`src/rtl/rgmii_tx_framer.sv`:
```
// Gigabit RGMII transmit framer: wraps a valid/ready byte stream into preamble, SFD, payload, FCS and IFG.
// Define RGMII_TX_PAD_EN to zero-pad frames shorter than MIN_FRAME_BYTES before the FCS.
module rgmii_tx_framer #(
   parameter int PREAMBLE_BYTES  = 7,
   parameter int IFG_BYTES       = 12
`ifdef RGMII_TX_PAD_EN
   ,
   parameter int MIN_FRAME_BYTES = 60
`endif
) (
   input  logic       clock,
   input  logic       reset_n,
   input  logic [7:0] tx_data,
   input  logic       tx_valid,
   input  logic       tx_last,
   output logic       tx_ready,
   output logic [7:0] txd_ddr,
   output logic [1:0] tx_ctl_ddr,
   output logic       busy,
   output logic       underrun
);

   typedef enum logic [2:0] {
      S_IDLE     = 3'd0,
      S_PREAMBLE = 3'd1,
      S_SFD      = 3'd2,
      S_DATA     = 3'd3,
      S_FCS      = 3'd4,
      S_DRAIN    = 3'd5,
      S_IFG      = 3'd6
`ifdef RGMII_TX_PAD_EN
      ,
      S_PAD      = 3'd7
`endif
   } state_t;

   localparam logic [15:0] LP_PRE_LAST = 16'(PREAMBLE_BYTES - 1);
   localparam logic [15:0] LP_IFG_LAST = 16'(IFG_BYTES - 1);
   localparam logic [15:0] LP_FCS_LAST = 16'd3;
   localparam logic [15:0] LP_CNT_MAX  = 16'hFFFF;
`ifdef RGMII_TX_PAD_EN
   localparam logic [15:0] LP_MIN_LEN  = 16'(MIN_FRAME_BYTES);
`endif
   localparam logic [31:0] LP_CRC_INIT = 32'hFFFF_FFFF;
   localparam logic [31:0] LP_CRC_POLY = 32'hEDB8_8320;
   localparam logic [7:0]  LP_PRE_BYTE = 8'h55;
   localparam logic [7:0]  LP_SFD_BYTE = 8'hD5;
   localparam logic [1:0]  LP_CTL_IDLE = 2'b00;
   localparam logic [1:0]  LP_CTL_DATA = 2'b11;
   localparam logic [1:0]  LP_CTL_ERR  = 2'b01;

   // Reflected IEEE 802.3 CRC32, one byte, LSB first.
   function automatic logic [31:0] crc32_byte(input logic [31:0] crc_in, input logic [7:0] data_in);
      logic [31:0] c;
      c = crc_in;
      for (int b = 0; b < 8; b++) begin
         if (c[0] ^ data_in[b]) begin
            c = (c >> 1) ^ LP_CRC_POLY;
         end else begin
            c = c >> 1;
         end
      end
      return c;
   endfunction

   state_t      r_state;
   state_t      w_state_next;
   logic [15:0] r_seq;
   logic [15:0] w_seq_next;
   logic [15:0] r_cnt;
   logic [15:0] w_cnt_inc;
   logic [15:0] w_cnt_next;
   logic [31:0] r_crc;
   logic [31:0] w_crc_next;
   logic [31:0] w_crc_data;
   logic [31:0] w_fcs;
   logic        w_pad_needed;
   logic [7:0]  w_txd;
   logic [1:0]  w_ctl;
   logic        w_underrun;
   logic [7:0]  r_txd;
   logic [1:0]  r_ctl;
   logic        r_busy;
   logic        r_underrun;

   assign w_cnt_inc  = (r_cnt == LP_CNT_MAX) ? r_cnt : (r_cnt + 16'd1);
   assign w_crc_data = crc32_byte(r_crc, tx_data);
   assign w_fcs      = ~r_crc;
`ifdef RGMII_TX_PAD_EN
   assign w_pad_needed = (w_cnt_inc < LP_MIN_LEN);
`else
   assign w_pad_needed = 1'b0;
`endif

   assign tx_ready   = (r_state == S_DATA) || (r_state == S_DRAIN);
   assign txd_ddr    = r_txd;
   assign tx_ctl_ddr = r_ctl;
   assign busy       = r_busy;
   assign underrun   = r_underrun;

   // State register.
   always_ff @(posedge clock or negedge reset_n) begin
      if (!reset_n) begin
         r_state <= S_IDLE;
      end else begin
         r_state <= w_state_next;
      end
   end

   // Next-state decode.
   always_comb begin
      w_state_next = r_state;
      case (r_state)
         S_IDLE: begin
            if (tx_valid) begin
               w_state_next = S_PREAMBLE;
            end else begin
               w_state_next = S_IDLE;
            end
         end
         S_PREAMBLE: begin
            if (r_seq == LP_PRE_LAST) begin
               w_state_next = S_SFD;
            end else begin
               w_state_next = S_PREAMBLE;
            end
         end
         S_SFD: begin
            w_state_next = S_DATA;
         end
         S_DATA: begin
            if (tx_valid) begin
               if (tx_last) begin
`ifdef RGMII_TX_PAD_EN
                  w_state_next = w_pad_needed ? S_PAD : S_FCS;
`else
                  w_state_next = S_FCS;
`endif
               end else begin
                  w_state_next = S_DATA;
               end
            end else begin
               w_state_next = tx_last ? S_IFG : S_DRAIN;
            end
         end
`ifdef RGMII_TX_PAD_EN
         S_PAD: begin
            if (w_cnt_inc >= LP_MIN_LEN) begin
               w_state_next = S_FCS;
            end else begin
               w_state_next = S_PAD;
            end
         end
`endif
         S_FCS: begin
            if (r_seq == LP_FCS_LAST) begin
               w_state_next = S_IFG;
            end else begin
               w_state_next = S_FCS;
            end
         end
         S_DRAIN: begin
            if (tx_valid && tx_last) begin
               w_state_next = S_IFG;
            end else begin
               w_state_next = S_DRAIN;
            end
         end
         S_IFG: begin
            if (r_seq == LP_IFG_LAST) begin
               w_state_next = S_IDLE;
            end else begin
               w_state_next = S_IFG;
            end
         end
         default: begin
            w_state_next = S_IDLE;
         end
      endcase
   end

   // Wire byte, CRC and length decisions for the current state.
   always_comb begin
      w_txd      = 8'h00;
      w_ctl      = LP_CTL_IDLE;
      w_underrun = 1'b0;
      w_crc_next = r_crc;
      w_cnt_next = r_cnt;
      case (r_state)
         S_PREAMBLE: begin
            w_txd = LP_PRE_BYTE;
            w_ctl = LP_CTL_DATA;
         end
         S_SFD: begin
            w_txd = LP_SFD_BYTE;
            w_ctl = LP_CTL_DATA;
         end
         S_DATA: begin
            if (tx_valid) begin
               w_txd      = tx_data;
               w_ctl      = LP_CTL_DATA;
               w_crc_next = w_crc_data;
               w_cnt_next = w_cnt_inc;
            end else begin
               w_txd      = 8'h00;
               w_ctl      = LP_CTL_ERR;
               w_underrun = 1'b1;
            end
         end
`ifdef RGMII_TX_PAD_EN
         S_PAD: begin
            w_txd      = 8'h00;
            w_ctl      = LP_CTL_DATA;
            w_crc_next = crc32_byte(r_crc, 8'h00);
            w_cnt_next = w_cnt_inc;
         end
`endif
         S_FCS: begin
            w_ctl = LP_CTL_DATA;
            case (r_seq[1:0])
               2'd0:    w_txd = w_fcs[7:0];
               2'd1:    w_txd = w_fcs[15:8];
               2'd2:    w_txd = w_fcs[23:16];
               default: w_txd = w_fcs[31:24];
            endcase
         end
         S_IFG: begin
            // Fresh CRC and length for the next frame; aborted frames leave them dirty until here.
            if (w_state_next == S_IDLE) begin
               w_crc_next = LP_CRC_INIT;
               w_cnt_next = 16'd0;
            end else begin
               w_crc_next = r_crc;
               w_cnt_next = r_cnt;
            end
         end
         default: begin
            w_txd = 8'h00;
            w_ctl = LP_CTL_IDLE;
         end
      endcase
   end

   // Per-state sequence counter: restarts on every state change.
   always_comb begin
      if (w_state_next != r_state) begin
         w_seq_next = 16'd0;
      end else if (r_seq == LP_CNT_MAX) begin
         w_seq_next = r_seq;
      end else begin
         w_seq_next = r_seq + 16'd1;
      end
   end

   // Datapath registers and registered outputs.
   always_ff @(posedge clock or negedge reset_n) begin
      if (!reset_n) begin
         r_seq      <= 16'd0;
         r_cnt      <= 16'd0;
         r_crc      <= LP_CRC_INIT;
         r_txd      <= 8'h00;
         r_ctl      <= LP_CTL_IDLE;
         r_busy     <= 1'b0;
         r_underrun <= 1'b0;
      end else begin
         r_seq      <= w_seq_next;
         r_cnt      <= w_cnt_next;
         r_crc      <= w_crc_next;
         r_txd      <= w_txd;
         r_ctl      <= w_ctl;
         r_busy     <= (w_state_next != S_IDLE);
         r_underrun <= w_underrun;
      end
   end

endmodule

```
`config.mk`:
```
export PLATFORM = sky130hd
export DESIGN_NAME = rgmii_tx_framer
export DESIGN_NICKNAME = d
export VERILOG_FILES = /design/src/rtl/rgmii_tx_framer.sv
export SDC_FILE = /design/constraint.sdc
export NUM_CORES = 1
export LEC_CHECK = 0
export CAP_MARGIN = 40
export CORE_MARGIN = 4
export CORE_UTILIZATION = 45
export CTS_CLUSTER_DIAMETER = 80
export CTS_CLUSTER_SIZE = 24
export DETAILED_ROUTE_END_ITERATION = 8
export PLACE_DENSITY = 0.77
export SYNTH_ARGS = -nofsm -noshare
export SYNTH_HDL_FRONTEND = slang
export SYNTH_SLANG_ARGS = --single-unit
```
`constraint.sdc`:
```
create_clock -name clock -period 2.2 [get_ports clock]
set_input_delay 0.44 -clock clock [delete_from_list [all_inputs] [get_ports clock]]
set_output_delay 0.44 -clock clock [all_outputs]
set_load 0.01 [all_outputs]
```
Figure 1. Metal 1 (run 1).
(3 px per um) Supply wires on this layer in gray.
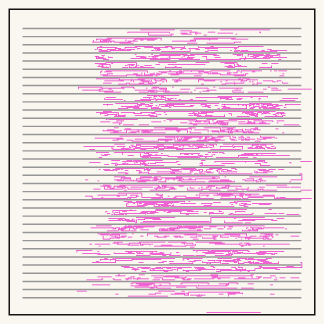
The wires run mostly horizontal. The layer carries 4580 um of wire. The layer holds 44% of the routed length. 456 nets have wire on it. The longest straight run is 30.8 um.

Figure 2. Cell area per tile (run 1).
(4 px per um) The die is cut into 10 by 10 equal tiles; white is low, dark blue is high, 0 to 100% covered.
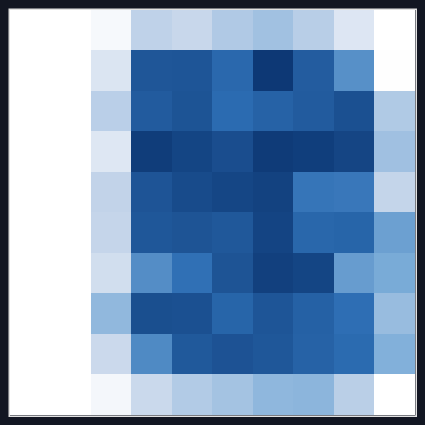
40% of the tiles are over 75% full. 23% of the tiles are nearly empty. The mean over all tiles is 48%. The densest ninth of the die: center. The fullest tile reaches 97%.

Figure 3. The metal 3 layer (run 1).
(4 px per um) Cells faint in the background.
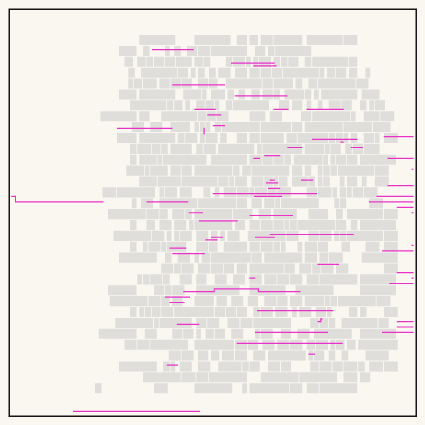
The longest straight run is 31.5 um. The layer carries 483 um of wire. The layer holds 4.6% of the routed length.
GRT met3 Usage: 4.06%
routed via count: 3287
final routed wirelength across all metal layers: 10400 um

==> CHANGELOG.md, run 1 <==
### Metrics

* FFs w/ async S/R, synth at 100%
* Actual transition at the worst max-transition pin at 0.681 ns
* I/O pin count at 25
* Cell taking the most area after synthesis: sky130_fd_sc_hd__dfstp_2
* Fraction of synthesized cell area in xor and xnor cells at 22.4%
* AND-OR/OR-AND share of the synthesized area at 14.6%
* Placed insts at 564
* Setup TNS at 0 ns
* Growth of design area from synthesis to finish at 30.2%
* Diodes inserted at 0
* Prevailing post-synth register cell: sky130_fd_sc_hd__dfstp_2
* Sequential group share of total power at 23.4%
* Wire length on met3 at 482 um
* Number of stages on the worst setup path at 7
* Top sig layer: met4
* Die span in x at around 100 um
* Synthesized flop and latch total at 63
* Area of the core region at between 8000 and 9000 um^2
* Biggest area contributors in the synthesized netlist: sky130_fd_sc_hd__dfstp_2 (21%), sky130_fd_sc_hd__dfrtp_1 (20%), sky130_fd_sc_hd__xnor2_1 (12%)
* End of the worst register-to-register path: r_crc[15]$_DFFE_PN1P_
* Buffer depth of the longest clock path at 2
* Setup repair after global routing missed its margin: yes
* Power dissipated by switching net loads at 4.04 mW
* Reg2Reg Setup Slack at around 0.032 ns
* Setup clock skew after layout at 0.0113 ns
* Post-place instance area at between 4000 and 5000 um^2
* Number of port buffers at 24
* Global-route usage over all layers at 21.0%
* Number of synthesis warnings at 0
* Post-route ant nets at 0
* Crit path max fanout at 16
* Inverters excl. clock at 12
* Endpoint of the most critical setup path: r_crc[15]$_DFFE_PN1P_
* Post-layout instance area at 5100 um^2
* Vertical die dimension at 101 um
* Fraction of met1 tracks used by global routing at 27.3%
* Placement-stage worst setup slack at -0.350 ns
* Clock Sinks at 63
* Leak at 2.03 nW
* Post-Synthesis Mean Instance Area at 10.0 um^2
* Leading cell category by total area: multi-input combinational cells
* Routed vias/inst at 5.62
* Sw frac at 40.9%
* Summed standard-cell area reported by yosys at 3920 um^2
* Comb area at 2280 um^2
* Pwr dens at 1940 nW/um^2
* Worst IR drop on VDD at 867 uV
* Via count of the first global-routing pass at around 3300
* Path category of the worst min-delay check: primary input to asynchronous set/reset pin
* Top Layout Cells: sky130_fd_sc_hd__buf_4 (61), sky130_fd_sc_hd__xnor2_1 (55), sky130_fd_sc_hd__a21oi_1 (32), sky130_fd_sc_hd__dfstp_2 (32), sky130_fd_sc_hd__nor2_1 (31)
* Number of standard cells in the final layout excluding fillers at 585
* Count of mapped cells out of synthesis at between 300 and 400
* Critical path start-end classification: register to register
* Global-route layer with the greatest usage: met2
* Count of standard-cell rows at 33
* Master cell of the clock root buffer: sky130_fd_sc_hd__clkbuf_8
* Final-layout non-clock buffer area share at 15.9%
* Final hold violation count at 0
* Number of warnings the tools reported at 32
* Multi-input gates at 298
* Power Combinational at 6.42 mW
* Power, Total at 9.89 mW
* Cell class contributing the biggest share of worst-path delay: simple AND/OR/NAND/NOR gates
* Number of unique standard cell types used by synthesis at approximately 50
* Total grt overflow at 0
* Routed length per instance at 17.8 um
* Clock buffers created by TritonCTS at 9
* Tap cells at 105
* Post-CTS repair timing setup buffer count at 3
* Number of cells in Yosys stat at 392
* Headroom to the max-slew limit at 54.3%
* Area of the chip at between 10000 and 15000 um^2
* Cell-internal power at around 6 mW
* Startpoint of the worst-slack reg-to-reg timing path: r_seq[6]$_DFFE_PN0P_
* Most common cell in the netlist: sky130_fd_sc_hd__xnor2_1
* Final critical-path required period at 2.17 ns
* Leading cell type in the layout, fill and taps excluded: sky130_fd_sc_hd__buf_4
* Worst setup margin at 0.0317 ns
* R2R cell count at 7
* Status: finished, final reports clean
* Comb/total area at 44.7%
* Routed metal-1 wirelength at 4580 um
* Count of buffering cells on the critical path with inverters included at 2
* Drt pass-1 iters at 5
* Global-route wire length before repair at roughly 17000 um
* Maximum number of pins on one net before global-route repair at 41
* Cell with the largest stage delay on the worst path: sky130_fd_sc_hd__or4_1
* Met2 Routed Length at about 5200 um
* Launching element of the worst setup path: r_seq[6]$_DFFE_PN0P_
* Total count of max-transition violations in the final report at 0
* HPWL reported at the end of detailed placement at 6940 um
* Clock-cell share of area at 4.31%
* Final weighted congestion of routability-driven global placement at 0.813
* Group drawing the most power: combinational cells
Figure 4. Clock nets (run 1).
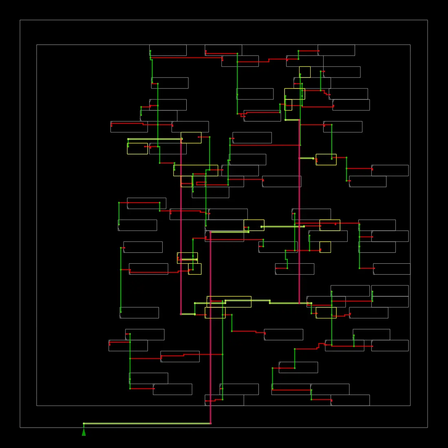

--- run 2 (diff from run 1) ---
--- a/config.mk
+++ b/config.mk
@@ -12,6 +12,7 @@
 export CTS_CLUSTER_SIZE = 24
 export DETAILED_ROUTE_END_ITERATION = 8
 export PLACE_DENSITY = 0.77
+export SLEW_MARGIN = 20
 export SYNTH_ARGS = -nofsm -noshare
 export SYNTH_HDL_FRONTEND = slang
 export SYNTH_SLANG_ARGS = --single-unit
==> constraint.sdc (replaced) <==
create_clock -name clock -period 2.2 [get_ports clock]
set_input_delay 0.55 -clock clock [delete_from_list [all_inputs] [get_ports clock]]
set_output_delay 0.55 -clock clock [all_outputs]
set_load 0.01 [all_outputs]
Figure 5. Clock nets (run 2).
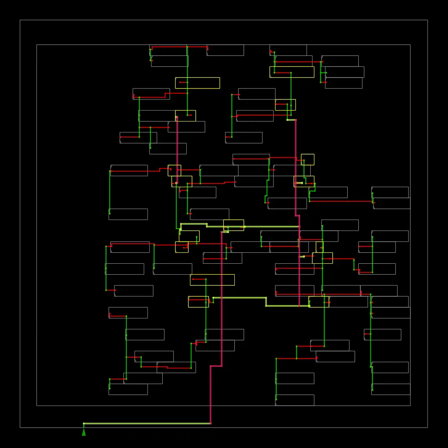
Clock Sinks: 63
clock latency of the later-clocked register in the worst-skew pair: 0.35 ns
final-layout clock buffer total: 9
clock buffers created by TritonCTS: 9

==> run 2 against run 1 <==
Net effect: the flow now finishes with violations (setup timing); cell count grew 0.17%; worst hold slack gained 0.24 ns; combinational power grew 7.8%; wire length grew 7.7%; area after synthesis is the same; clock power grew 7%; maximum frequency shrank 2.7%; final area grew 4.0%; non-clock buffer count grew 1; critical path depth shrank 1; first-iteration DRC count grew 14%.
==> CHANGELOG.md, run 2 <==
### Metrics

* Status: finished with violations
* Failing checks: setup timing
* GRT met3 Usage at 3.24% (-0.83 points)
* Power, Total at 10.6 mW (+6.9%)
* Maximum number of pins on one net before global-route repair at 33 (-20%)
* Share of power burned in combinational logic at 65.5%
* Die span in x at 101 um (unchanged)
* Largest family of logic cells by area: XOR/XNOR gates
* Leading cell category by total area: multi-input combinational cells
* Growth of design area from synthesis to finish at 35.4%
* Multi-input gates at 298 (unchanged)
* Area of the chip at 10300 um^2 (unchanged)
* Crit path max fanout at 3 (-13)
* Final worst path period share at 101%
* HPWL reported at the end of detailed placement at 6890 um (-0.69%)
* Diodes inserted at 0 (unchanged)
* Total number of nets in the final design at 495
* Top Layout Cells: sky130_fd_sc_hd__buf_4 (61), sky130_fd_sc_hd__xnor2_1 (53), sky130_fd_sc_hd__dfstp_2 (32)
* Number of cells in Yosys stat at 392 (unchanged)
* Cell with the largest stage delay on the worst path: sky130_fd_sc_hd__clkdlybuf4s50_1
* Count of mapped cells out of synthesis at 392 (unchanged)
* Global-route wire length before repair at 16500 um (-0.79%)
* Startpoint of the worst-slack reg-to-reg timing path: r_seq[6]$_DFFE_PN0P_
* Fmax at roughly 0.45 GHz
* Biggest area contributors in the synthesized netlist: sky130_fd_sc_hd__dfstp_2 (21%), sky130_fd_sc_hd__dfrtp_1 (20%), sky130_fd_sc_hd__xnor2_1 (12%)
* DRC violation count after routing at 0
* Final routed wirelength across all metal layers at 11200 um (+7.7%)
* Final-layout non-clock buffer area share at 15.8% (-0.044 points)
* Post-Synthesis Mean Instance Area at 10.0 um^2 (unchanged)
* Starting density of the core at 47.0%
* Actual transition at the worst max-transition pin at 0.677 ns (-0.00370 ns)
* Routed length per instance at 19.1 um (+7.5%)
* Post-CTS repair timing setup buffer count at 0 (-3)
* Clock-cell share of area at 4.62% (+0.31 points)
* Via count of the first global-routing pass at 3325 (+0.060%)
* Cell class contributing the biggest share of worst-path delay: XOR/XNOR gates
* Pwr dens at 1990 nW/um^2 (+2.8%)
* Global-route layer with the greatest usage: met2
* Final setup violation count at 11
* Cell taking the most area after synthesis: sky130_fd_sc_hd__dfstp_2
* Worst IR drop on VDD at 810 uV (-6.6%)
* # resized after CTS at 9
* Most common library cells after synthesis: sky130_fd_sc_hd__xnor2_1 (55), sky130_fd_sc_hd__a21oi_1 (33), sky130_fd_sc_hd__dfstp_2 (32), sky130_fd_sc_hd__nor2_1 (32), sky130_fd_sc_hd__dfrtp_1 (31)
* Number of fillers in the final layout at 592
* Critical path start-end classification: primary input to register
* Number of standard cells in the final layout excluding fillers at 586 (+0.17%)
* Number of synthesis warnings at 0 (unchanged)
* Delay of the slowest cell on the worst path at ~0.66 ns
* AND-OR/OR-AND share of the synthesized area at 14.6% (unchanged)
* Flip-flop count of the largest register, all copies and words added at 32
* CP startpoint kind: primary input
* Count of standard-cell rows at 33 (unchanged)
* Summed standard-cell area reported by yosys at 3920 um^2 (unchanged)
* Sequential portion of the cell area at a little under a third
* FFs w/ async S/R, synth at 100% (unchanged)
* Total grt overflow at 0 (unchanged)
* Leak at 2.11 nW (+4.2%)
* Number of warnings the tools reported at 32 (unchanged)
* Basic-gate share of the synthesized area counting and, or, nand and nor cells at 15.3%
* FFs & Latches at 63
* Fraction of met1 tracks used by global routing at 27.0% (-0.32 points)
* Routed via count at 3406 (+3.6%)
* Power dissipated by switching net loads at 4.48 mW (+11%)
* Portion of the post-synthesis area used by sequential elements at 41.2%
* Register clock-pin slew on the reported worst setup and hold paths at 0.07 ns
* Worst-case hold slack at just over 0.3 ns
* Starting DRT DRC Count at 258
* Critical path data required time at 2.47 ns
* End of the worst register-to-register path: r_crc[28]$_DFFE_PN1P_
* Tap cells at 105 (unchanged)
* Final critical-path required period at 2.23 ns (+0.0596 ns)
* Share of cells above drive strength 1 at between 30% and 40%
* Placement-stage worst setup slack at -0.396 ns (-0.0458 ns)
* Setup clock skew after layout at 0.0108 ns (-0.000500 ns)
* Final hold violation count at 0 (unchanged)
* Launching element of the worst setup path: tx_data[1]
* Inverters excl. clock at 12 (unchanged)
* Worst setup margin at -0.0279 ns (-0.0596 ns)
* Global-route usage over all layers at 20.6% (-0.42 points)
* Worst EP arrival at ~2.5 ns
* Master cell of the clock root buffer: sky130_fd_sc_hd__clkbuf_8
* Post-synth tally of flip-flops with integrated enable at 0
* Most common cell in the netlist: sky130_fd_sc_hd__xnor2_1
* Headroom to the max-slew limit at 54.9% (+0.57 points)
* Post-route ant nets at 0 (unchanged)
* Sequential group share of total power at 22.8% (-0.6 points)
* Group drawing the most power: combinational cells
* Met2 Routed Length at 5570 um (+7.8%)
* Number of unique standard cell types used by synthesis at 50 (unchanged)
* Path category of the worst min-delay check: primary input to asynchronous set/reset pin
* Power Sequential at 2.41 mW
* Post-layout instance area at 5310 um^2 (+4.0%)
* Comb area at 2430 um^2 (+6.5%)
* Placed insts at 565 (+0.18%)
* I/O pin count at 25 (unchanged)
* R2R cell count at 7 (unchanged)
* Hold bufs inserted after CTS at 0
* Final weighted congestion of routability-driven global placement at 0.849 (+4.3%)
* Buffer depth of the longest clock path at 2 (unchanged)
* Endpoint of the most critical setup path: r_crc[19]$_DFFE_PN1P_
* Number of violations of the max-capacitance limit at 0
* Cell-internal power at 6.09 mW (+4.3%)
* Routed vias/inst at 5.81 (+3.4%)
* Final core area utilization at 63.7%
* Reg2Reg Setup Slack at -0.03 ns (-0.06 ns)
* Synthesized flop and latch total at 63 (unchanged)
* Leading cell type in the layout, fill and taps excluded: sky130_fd_sc_hd__buf_4
* Post-Synthesis Net Count at between 400 and 500
* Fraction of synthesized cell area in xor and xnor cells at 22.4% (unchanged)
* Buffers, non-clock at 92
* Top sig layer: met4
* Vertical die dimension at 101 um (unchanged)
* Setup TNS at -0.157 ns (-0.157 ns)
* Number of stages on the worst setup path at 6 (-1)
* Count of buffering cells on the critical path with inverters included at 1 (-1)
* Setup repair after global routing missed its margin: yes
* Area of the core region at 8340 um^2 (unchanged)
* Comb/total area at 45.7% (+1.1 points)
* Number of H-tree branching levels at 3
* Power Combinational at 6.92 mW (+7.8%)
* Post-place instance area at 4740 um^2 (+0.42%)
* Wire length on met3 at 560 um (+16%)
* Number of port buffers at 24 (unchanged)
* Routed metal-1 wirelength at 4760 um (+3.9%)
* Synthesized-area fraction occupied by adder cells at 2.23%
* Total count of max-transition violations in the final report at 0 (unchanged)
* Type of element capturing the critical path: register
* TritonCTS clock tree: done
* Prevailing post-synth register cell: sky130_fd_sc_hd__dfstp_2
* Sw frac at 42.3% (+1.4 points)
* Share of the synthesized area in the top cell type at approximately 21%
* Drt pass-1 iters at 5 (unchanged)
* Clock group total power at 1.24 mW
* Area used by sequential logic in the layout at roughly 1600 um^2
* Global routing met2 resource utilization at 34.6%
Figure 6. Cell area per tile (run 2).
(4 px per um) The die is cut into 10 by 10 equal tiles; white is low, dark blue is high, 0 to 100% covered.
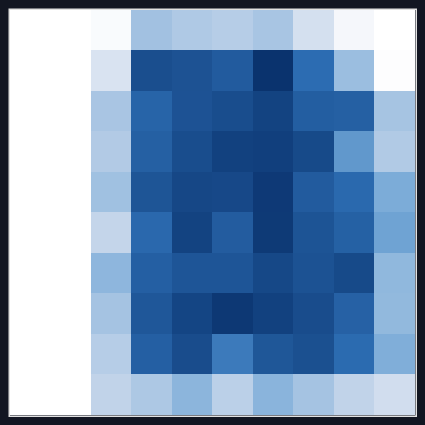
22% of the tiles are nearly empty. The mean over all tiles is 50%. The emptiest ninth of the die: upper left. The fullest tile reaches 99%. The densest ninth of the die: center. 45% of the tiles are over 75% full.

Power figures rest on the tool's default switching activity, not on a simulated workload.
